## src/rtl/mdu_pkg.sv

```systemverilog
// Shared types for the iterative multiply/divide unit: funct3 op codes, FSM states, op helpers.
package mdu_pkg;

  typedef enum logic [2:0] {
    OP_MUL    = 3'b000,
    OP_MULH   = 3'b001,
    OP_MULHSU = 3'b010,
    OP_MULHU  = 3'b011,
    OP_DIV    = 3'b100,
    OP_DIVU   = 3'b101,
    OP_REM    = 3'b110,
    OP_REMU   = 3'b111
  } op_e;

  typedef enum logic [2:0] {
    ST_IDLE,
    ST_MUL,
    ST_DIV,
    ST_FIX,
    ST_DONE
  } state_e;

  // Signed divide/remainder: operands are treated as two's complement
  function automatic logic is_signed_div(input op_e op);
    return (op == OP_DIV) || (op == OP_REM);
  endfunction

  // Any of the four divider ops
  function automatic logic is_div(input op_e op);
    return (op == OP_DIV) || (op == OP_DIVU) || (op == OP_REM) || (op == OP_REMU);
  endfunction

  // Remainder ops return the remainder instead of the quotient
  function automatic logic is_rem(input op_e op);
    return (op == OP_REM) || (op == OP_REMU);
  endfunction

endpackage

```

## src/rtl/mdu_mul_pipe.sv

```systemverilog
// DEPTH-stage registered multiplier on pre-extended operands; stalls (holds) when en is low.
module mdu_mul_pipe #(
  parameter int W     = 64,
  parameter int DEPTH = 2
) (
  input  logic         clk,
  input  logic         rst_n,
  input  logic         en,
  input  logic [W-1:0] a,
  input  logic [W-1:0] b,
  output logic [W-1:0] prod
);

  logic [W-1:0] stage [DEPTH];

  // Stage 0 captures the product, later stages shift it towards the output
  always_ff @(posedge clk or negedge rst_n) begin
    if (!rst_n) begin
      for (int i = 0; i < DEPTH; i++) stage[i] <= '0;
    end else if (en) begin
      stage[0] <= a * b;
      for (int i = 1; i < DEPTH; i++) stage[i] <= stage[i-1];
    end
  end

  assign prod = stage[DEPTH-1];

endmodule

```

## src/rtl/mdu_iter.sv

```systemverilog
// Multi-cycle RV32M/RV64M multiply-divide unit: pipelined multiplier, radix-2 restoring divider.
module mdu_iter
  import mdu_pkg::*;
#(
  parameter int XLEN       = 32,
  parameter int MUL_CYCLES = 2,
  parameter int TAG_W      = 5
) (
  input  logic             i_clk,
  input  logic             i_rst_n,
  input  logic             i_flush,
  input  logic             i_valid,
  output logic             o_ready,
  input  logic [2:0]       i_op,
  input  logic [XLEN-1:0]  i_x,
  input  logic [XLEN-1:0]  i_y,
  input  logic [TAG_W-1:0] i_tag,
  output logic             o_valid,
  input  logic             i_ready,
  output logic [XLEN-1:0]  o_res,
  output logic [TAG_W-1:0] o_tag
);

  localparam int CW = $clog2(XLEN);
  localparam logic [CW-1:0] DIV_INIT = CW'(XLEN - 1);
  localparam logic [CW-1:0] MUL_INIT = CW'((MUL_CYCLES > 1) ? (MUL_CYCLES - 2) : 0);
  localparam logic [XLEN-1:0] MIN_NEG = {1'b1, {(XLEN-1){1'b0}}};

  state_e           state;
  op_e              op;
  logic [CW-1:0]    cnt;
  logic [XLEN-1:0]  rem, quo, dvs, res;
  logic             neg_q, neg_r, valid;
  logic [TAG_W-1:0] tag;

  op_e              in_op;
  logic             x_neg, y_neg, div_zero, div_ovf, x_sext, y_sext, mul_en;
  logic [XLEN-1:0]  x_mag, y_mag, rem_step, quo_step, quo_fix, rem_fix, mul_res;
  logic [XLEN:0]    rem_shift, diff;
  logic [2*XLEN-1:0] mul_a, mul_b, prod;

  assign in_op   = op_e'(i_op);
  assign o_ready = (state == ST_IDLE);
  assign o_valid = valid;
  assign o_tag   = tag;
  assign mul_en  = (o_ready && i_valid && !is_div(in_op)) || (state == ST_MUL);

  // Operand preparation at accept plus one restoring-division step on the held registers
  always_comb begin
    x_neg    = is_signed_div(in_op) && i_x[XLEN-1];
    y_neg    = is_signed_div(in_op) && i_y[XLEN-1];
    x_mag    = x_neg ? -i_x : i_x;
    y_mag    = y_neg ? -i_y : i_y;
    div_zero = (i_y == '0);
    div_ovf  = is_signed_div(in_op) && (i_x == MIN_NEG) && (i_y == '1);
    x_sext   = ((in_op == OP_MULH) || (in_op == OP_MULHSU)) && i_x[XLEN-1];
    y_sext   = (in_op == OP_MULH) && i_y[XLEN-1];
    mul_a    = {{XLEN{x_sext}}, i_x};
    mul_b    = {{XLEN{y_sext}}, i_y};
    // Shift the next dividend bit into the partial remainder and try subtracting the divisor
    rem_shift = {rem, quo[XLEN-1]};
    diff      = rem_shift - {1'b0, dvs};
    if (!diff[XLEN]) begin
      rem_step = diff[XLEN-1:0];
      quo_step = {quo[XLEN-2:0], 1'b1};
    end else begin
      rem_step = rem_shift[XLEN-1:0];
      quo_step = {quo[XLEN-2:0], 1'b0};
    end
    quo_fix = neg_q ? -quo : quo;
    rem_fix = neg_r ? -rem : rem;
    mul_res = (op == OP_MUL) ? prod[XLEN-1:0] : prod[2*XLEN-1:XLEN];
  end

  // Multiplier results come straight from the held pipe output; divider results from res
  assign o_res = is_div(op) ? res : mul_res;

  mdu_mul_pipe #(
    .W     (2*XLEN),
    .DEPTH (MUL_CYCLES)
  ) u_mul (
    .clk   (i_clk),
    .rst_n (i_rst_n),
    .en    (mul_en),
    .a     (mul_a),
    .b     (mul_b),
    .prod  (prod)
  );

  // Control FSM with registered result valid; flush beats accept and handoff
  always_ff @(posedge i_clk or negedge i_rst_n) begin
    if (!i_rst_n) begin
      state <= ST_IDLE;
      op    <= OP_MUL;
      cnt   <= '0;
      rem   <= '0;
      quo   <= '0;
      dvs   <= '0;
      res   <= '0;
      neg_q <= 1'b0;
      neg_r <= 1'b0;
      valid <= 1'b0;
      tag   <= '0;
    end else if (i_flush) begin
      state <= ST_IDLE;
      valid <= 1'b0;
      cnt   <= '0;
    end else begin
      case (state)
        ST_IDLE: begin
          if (i_valid) begin
            op  <= in_op;
            tag <= i_tag;
            if (!is_div(in_op)) begin
              if (MUL_CYCLES == 1) begin
                state <= ST_DONE;
                valid <= 1'b1;
              end else begin
                state <= ST_MUL;
                cnt   <= MUL_INIT;
              end
            end else if (div_zero) begin
              res   <= is_rem(in_op) ? i_x : '1;
              state <= ST_DONE;
              valid <= 1'b1;
            end else if (div_ovf) begin
              res   <= is_rem(in_op) ? '0 : i_x;
              state <= ST_DONE;
              valid <= 1'b1;
            end else begin
              rem   <= '0;
              quo   <= x_mag;
              dvs   <= y_mag;
              neg_q <= x_neg ^ y_neg;
              neg_r <= x_neg;
              cnt   <= DIV_INIT;
              state <= ST_DIV;
            end
          end
        end
        ST_MUL: begin
          if (cnt == '0) begin
            state <= ST_DONE;
            valid <= 1'b1;
          end else begin
            cnt <= cnt - 1'b1;
          end
        end
        ST_DIV: begin
          rem <= rem_step;
          quo <= quo_step;
          if (cnt == '0) state <= ST_FIX;
          else           cnt   <= cnt - 1'b1;
        end
        ST_FIX: begin
          res   <= is_rem(op) ? rem_fix : quo_fix;
          state <= ST_DONE;
          valid <= 1'b1;
        end
        ST_DONE: begin
          if (i_ready) begin
            state <= ST_IDLE;
            valid <= 1'b0;
          end
        end
        default: state <= ST_IDLE;
      endcase
    end
  end

endmodule

```

## config.mk

```make
export PLATFORM = sky130hd
export DESIGN_NAME = mdu_iter
export DESIGN_NICKNAME = d
export VERILOG_FILES = /design/src/rtl/mdu_pkg.sv /design/src/rtl/mdu_mul_pipe.sv /design/src/rtl/mdu_iter.sv
export SDC_FILE = /design/constraint.sdc
export NUM_CORES = 2
export LEC_CHECK = 0
export CAP_MARGIN = 10
export CELL_PAD_IN_SITES_DETAIL_PLACEMENT = 0
export CELL_PAD_IN_SITES_GLOBAL_PLACEMENT = 1
export CORE_UTILIZATION = 47
export CTS_CLUSTER_DIAMETER = 200
export CTS_CLUSTER_SIZE = 30
export DETAILED_ROUTE_END_ITERATION = 6
export PLACE_DENSITY = 0.88
export SYNTH_ARGS = -nofsm -noshare
export SYNTH_HDL_FRONTEND = slang
export SYNTH_HIERARCHICAL = 1
export SYNTH_SLANG_ARGS = --single-unit
```

## constraint.sdc

```tcl
create_clock -name i_clk -period 3.22 [get_ports i_clk]
set_clock_uncertainty 0.1 [all_clocks]
set_input_delay 0.644 -clock i_clk [delete_from_list [all_inputs] [get_ports i_clk]]
set_output_delay 0.644 -clock i_clk [all_outputs]
set_load 0.1 [all_outputs]
```

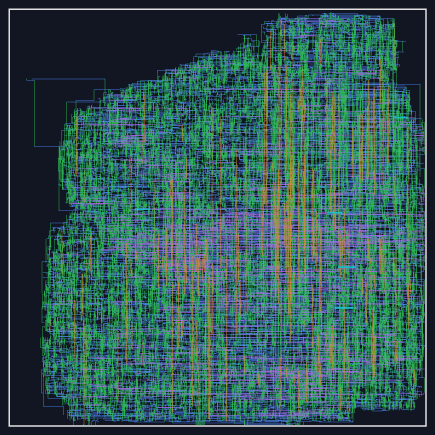
(metal layers overlaid)
Scale: 1 px per um.
Key: cyan = M5 [wire length 73.6 um]; green = M2 [wire length 126 mm]; blue = M1 [wire length 113 mm]; orange = M4 [wire length 13,800 um]; purple = M3 [wire length 28.8 mm]

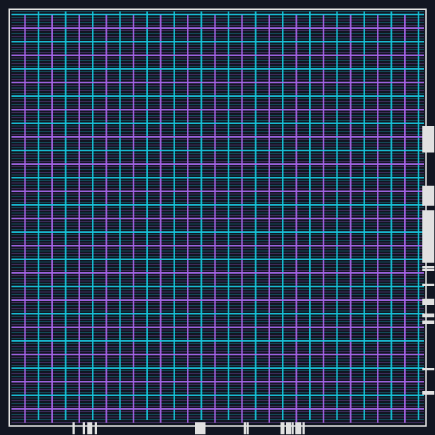
(PDN straps and rails)
Scale: 1 px per um. Pins as bars on the die edge.
Key: cyan = VDD; purple = VSS
152 met1 rails follow the rows. The core has 151 rows. 30 straps on met4. 116 signal pins sit on the boundary. 30 straps on met5.

==> out/summary.rpt <==
FINAL TIMING
-------------------------------------------------------------------------------
Maximum operating frequency                                             112 MHz
Number of endpoints with negative hold slack in the final report             16
Setup-failing EPs final                                                      73
Post-layout worst setup margin                                         -5.68 ns
Tightest hold margin                                                 -0.0436 ns

CRITICAL PATH
-------------------------------------------------------------------------------
Maximum fanout along the worst path                                           5

LAYOUT
-------------------------------------------------------------------------------
Buffering overhead                                                        12.5%
Leading cell category by total area                                combinational gates
Top cell excl fill/tap                                                    inv_1
Share of layout cells above drive strength 1                              19.6%
Final cell utilization of the core                                        56.5%

CLOCK NETWORK
-------------------------------------------------------------------------------
Clock transition at path regs                                           0.13 ns
Buffers inserted by post-CTS timing repair                                  123

SYNTH
-------------------------------------------------------------------------------
Summed standard-cell area reported by yosys                          80,200 um2
Post-Synth XOR/XNOR Area                                                  3.52%
Fraction of the mapped netlist area in compound gates                     5.62%

ROUTING
-------------------------------------------------------------------------------
DRC violations left                                                           8
Average detailed-routed wire length per instance                        24.0 um

OUTCOME
-------------------------------------------------------------------------------
Outcome                                                            finished with violations
Violations in the final reports                                    design-rule violations, negative hold slack, negative setup slack

FLOORPLAN
-------------------------------------------------------------------------------
Row count                                                                   151

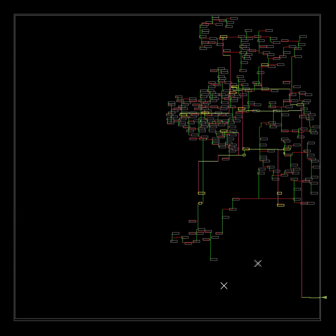
(clock routing)
count of sequential standard cells: 275
clock buffer count: 14
count of clock tree sinks: 275
worst-skew pair later-pin latency: 0.57 ns

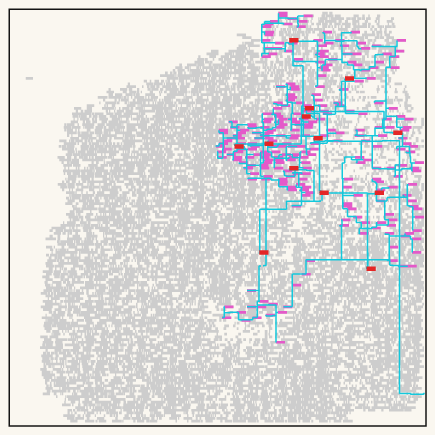
(clock distribution)
Scale: 1 px per um.
Key: red = clock-net drivers [count 13]; cyan = clock wires [length 4,160 um]; magenta = flip-flops [count 275]
There are 14 routed clock nets.

